File: src/rtl/fetch_unit_pkg.sv
// fetch_unit_pkg: shared fetch state, instruction field positions and constants
package fetch_unit_pkg;
  typedef enum logic [1:0] {FETCH, WAIT, DRAIN} fetch_state_t;
  localparam int INSTR_W = 32;
  localparam int PC_INC = 4;
  localparam int IMM26_MSB = 25;
  localparam int IMM26_LSB = 0;
  localparam int IMM19_MSB = 23;
  localparam int IMM19_LSB = 5;
endpackage

File: src/rtl/fetch_unit_branch_target.sv
// branch_target: sign-extended, word-scaled branch offset added to the branch PC
module branch_target
  import fetch_unit_pkg::*;
#(
  parameter int PC_WIDTH = 64
) (
  input  logic [INSTR_W-1:0]  instr,
  input  logic [PC_WIDTH-1:0] pc,
  input  logic                uncond,
  output logic [PC_WIDTH-1:0] target
);
  logic [PC_WIDTH-1:0] imm26;
  logic [PC_WIDTH-1:0] imm19;
  always_comb begin
    imm26 = PC_WIDTH'($signed(instr[IMM26_MSB:IMM26_LSB]));
    imm19 = PC_WIDTH'($signed(instr[IMM19_MSB:IMM19_LSB]));
    target = pc + ((uncond ? imm26 : imm19) << 2);
  end
endmodule

File: src/rtl/fetch_unit.sv
// fetch_unit: single-outstanding instruction fetch with branch redirect and valid/ready output register
module fetch_unit
  import fetch_unit_pkg::*;
#(
  parameter int                PC_WIDTH = 64,
  parameter logic [PC_WIDTH-1:0] RESET_PC = '0
) (
  input  logic                clock,
  input  logic                reset,
  output logic                imem_req,
  output logic [PC_WIDTH-1:0] imem_addr,
  input  logic                imem_ack,
  input  logic [INSTR_W-1:0]  imem_rdata,
  output logic [INSTR_W-1:0]  instruction,
  output logic [PC_WIDTH-1:0] instrPC,
  output logic                instrValid,
  input  logic                decodeReady,
  input  logic                branch,
  input  logic                unconditionalBranch,
  input  logic                aluZero,
  input  logic [INSTR_W-1:0]  branchInstruction,
  input  logic [PC_WIDTH-1:0] branchPC
);
  fetch_state_t state;
  logic [PC_WIDTH-1:0] pc;
  logic [PC_WIDTH-1:0] pc_n;
  logic [PC_WIDTH-1:0] target;
  logic taken;
  logic consume;
  logic capture;
  logic req_free;
  logic valid_n;
  logic issue;
  branch_target #(.PC_WIDTH(PC_WIDTH)) u_target (
    .instr (branchInstruction),
    .pc    (branchPC),
    .uncond(unconditionalBranch),
    .target(target)
  );
  always_comb begin
    taken = unconditionalBranch || (branch && aluZero);
    consume = instrValid && decodeReady;
    capture = state == WAIT && imem_ack && !taken;
    req_free = state == FETCH || imem_ack;
    valid_n = taken ? 1'b0 : capture ? 1'b1 : consume ? 1'b0 : instrValid;
    issue = req_free && !valid_n;
    pc_n = taken ? target : capture ? pc + PC_WIDTH'(PC_INC) : pc;
  end
  always_ff @(posedge clock) begin
    if (reset) begin
      state <= FETCH;
      pc <= RESET_PC;
      imem_req <= 1'b0;
      imem_addr <= RESET_PC;
      instrValid <= 1'b0;
      instruction <= '0;
      instrPC <= '0;
    end else begin
      pc <= pc_n;
      instrValid <= valid_n;
      if (capture) begin
        instruction <= imem_rdata;
        instrPC <= pc;
      end
      if (issue) begin
        imem_req <= 1'b1;
        imem_addr <= pc_n;
        state <= WAIT;
      end else if (req_free) begin
        imem_req <= 1'b0;
        state <= FETCH;
      end else if (taken) begin
        state <= DRAIN;
      end
    end
  end
endmodule

File: config.mk
export PLATFORM = sky130hd
export DESIGN_NAME = fetch_unit
export DESIGN_NICKNAME = d
export VERILOG_FILES = /design/src/rtl/fetch_unit_pkg.sv /design/src/rtl/fetch_unit_branch_target.sv /design/src/rtl/fetch_unit.sv
export SDC_FILE = /design/constraint.sdc
export NUM_CORES = 1
export LEC_CHECK = 0
export CAP_MARGIN = 20
export CORE_UTILIZATION = 56
export CTS_CLUSTER_SIZE = 20
export DETAILED_ROUTE_END_ITERATION = 10
export PLACE_DENSITY = 0.9
export SLEW_MARGIN = 0
export SYNTH_ARGS = -nofsm -noshare
export SYNTH_HDL_FRONTEND = slang
export SYNTH_SLANG_ARGS = --single-unit
File: constraint.sdc
create_clock -name clock -period 12.1 [get_ports clock]
set_input_delay 1.21 -clock clock [delete_from_list [all_inputs] [get_ports clock]]
set_output_delay 1.21 -clock clock [all_outputs]
set_load 0.01 [all_outputs]
==> images/placement_by_type.png <==
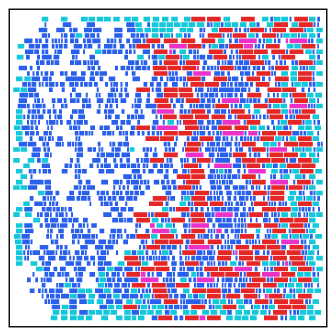
| color | class | cells | share of their area |
|---|---|---|---|
| cyan | other buffers and delay cells | 298 | 18% |
| red | flops | 228 | 27% |
| magenta | clock drivers and dummy loads | 38 | 4.2% |
| blue | combinational and other logic | 1455 | 51% |

==> images/clk_routes.png <==
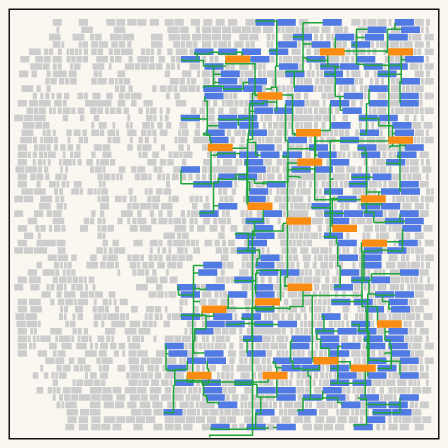
[orange] clock drivers | count: 21
[blue] flip-flops | count: 228
[green] clock wires | length: 2320 um
routed clock nets: 22

==> run summary <==
impl run done, here's what came out: total gr overflow=0, count of library flops with an enable pin=0, Non-Filler Instances=2338, CP Buf/Inv Count=4, Die Height=158 um, Reg2Reg Launch Point=state[0], max_cap viols=0, Critical Path End Type=flip-flop, DRC viols=0, Final Net Count=2202, clk latency late pin=0.51 ns, Post-CTS Resized=0, post-synth cell types=95, Buffers on Ports=290, GRT Overall Usage=35.2%, drt via density=6.18, Worst Setup Path Type=in -> reg, chip area=25000 um2, yosys cell count=1799, hold_buf cts=0, Area leader share=33.4%, hold path depth=2, Yosys Warn Count=0, synthesized cell area=13700 um2, FP Core Util=57.7%, worst reg2reg setup slack=8.84 ns, die width=158 um, global-route wire length before repair=69200 um, Clock Sinks=228, maximum VDD drop=0.0908 mV, TritonRoute pass-1 iters=5, family with the most delay on the worst path=simple AND/OR/NAND/NOR gates, Worst R2R End=pc[58], Syn Nets=1997, count leader, synth=nand2_1, Synth Seq Share=33.4%, syn_area_per_cell=7.60 um2, DPL Wire Length=33900 um, crit-path max FO=36, TritonCTS clock tree=built, final setup violation count=0, Routed Wire Length=45800 um, Pleak=6.52 nW, buffer depth of the longest clock path=3, Layout area overhead=26.7%, Tmin final=5.88 ns, largest net degree at the start of global routing=115, Post-DRT Antenna Nets=0, worst slew pin tran=1.03 ns, Hold Path Sink=instrPC[1], Post-Synthesis Cells=1799, vias in the first global route=13.0k, Final Hold Viols=0, crit path from=unconditionalBranch, Post-synth top cells=nand2_1, dfxtp_1, a21oi_1, Slew Limit Headroom=31.6%, Top area cell types=dfxtp_1, nand2_1, a21oi_1, Yosys chip area=13700 um2, worst path cell trace=clkdlybuf4s50_1 -> buf_4 -> nand2b_1 -> a21boi_0 -> inv_1 -> buf_4 -> ha_1 -> nand4_1 -> or3_1 -> or2_0 -> a311o_2 -> and2_1 -> o311ai_1 -> mux2i_1 -> a31oi_1, placed cell area=16600 um2, FP Rows=56, Slowest-stage cell, CP=mux2i_1, Min-Delay Startpoint=pc[1], worst path required time=12.44 ns, highest cell delay on the worst timing path=0.55 ns, DR vias=14.4k, Avg WL per Cell=19.6 um, Fin Setup TNS=0 ns, I/O pin count=297, Log Warnings=36, f_max=170 MHz, Final Max Tran Viols=0, DRT iter0 DRCs=1539, CORE AREA=23700 um2, FFs w/ async S/R, synth=0%, Placed Instances=2300, overall power=2.24 mW, skew final=0.0100 ns, placer congestion estimate=0.968, ys flop type=dfxtp_1, Final Cycle Share=48.6%, FF-to-FF path depth=9, TritonCTS Buffers=21, Pwr per Cell Area=129 nW/um2, status=finished, final reports clean, initial antenna violation count=1, design area=17300 um2, Setup Buffers After CTS=0, crit start category=input port, share of cells above drive strength 1=5.10%, RSZ-0062 raised after global routing=false, Fillers=1779
## power breakdown
part           internal [mW]  switching [mW]
Sequential             0.819          0.0688
Combinational          0.279           0.388
Clock                  0.398           0.286
Total                   1.50           0.743
## per-layer routing
metal	wire length, um	track usage (%)	vias to the layer above
met4	1780	13.4	2
met3	5020	5.55	113
met2	19800	55.0	821
li1	-	-	6825
met1	19200	48.5	6681
met5	13	0	-
## area by class of cell
cell class / count / area [um2] / area share [%]
Multi-Input combinational cell: 1429 / 8580 / 49.6
Sequential cell: 228 / 4560 / 26.4
Timing Repair Buffer: 298 / 2960 / 17.1
Clock buffer: 26 / 564 / 3.26
Tap cell: 319 / 399 / 2.30
Clock inverter: 12 / 148 / 0.852
Inverter: 26 / 97.6 / 0.563
## tightest hold or removal path, stage by stage (launching register included)
cell     delay, ns
dfxtp_1       0.31
nand2_1       0.05
a21oi_1       0.05
## registers in the layout (all words and copies together), names as in the netlist
register	count
imem_addr	64
imem_req	1
pc	64
instruction	32
instrValid	1
instrPC	64
state	2
## cell families after synthesis
group,synth area share [%]
simple gates,24.9
xor+xnor,5.44
fa+ha+maj,5.82
buf+inv,4.14
compound gates,24.1
mux,2.15
flops,33.4
## metrics by stage
stage,setup slack [ns],hold slack (ns),utilization [%]
after floorplan,6.93,0.431,-
after CTS,6.34,0.455,73.1
after global placement,5.84,0.439,70.1
final,6.22,0.451,73.1
after detailed placement,5.84,0.445,70.1
after global routing,5.95,0.475,73.1
## placed cells by master (no fill, tap or decap), drive strengths merged, types with 9 or more instances in the layout
cell type      Yosys  final
nand2            316    316
clkdlybuf4s50      0    289
dfxtp            228    228
a21oi            226    226
nor2             162    162
o21ai             95     95
nand3             65     65
ha                62     62
xor2              43     43
xnor2             42     42
a211oi            40     40
a21o              35     35
nand4             35     35
nor3              32     32
inv               26     27
and3              26     26
clkbuf            85     26
mux2              19     19
a31oi             18     18
o21bai            17     17
nor4              17     17
and2              14     14
and4              14     14
o211ai            12     12
or3               12     12
o21a              10     10
buf               31      9
## how the worst max path moves through the flow
stage,slack [ns],cells past startpoint,end
6_report,6.22,15,imem_addr[53]
5_1_grt,5.95,15,imem_addr[53]
4_1_cts,6.34,15,imem_addr[53]
3_5_place_dp,5.84,15,imem_addr[53]
3_3_place_gp,5.84,15,imem_addr[53]
2_1_floorplan,6.93,14,imem_addr[61]
Power and IR drop assume default switching activity.
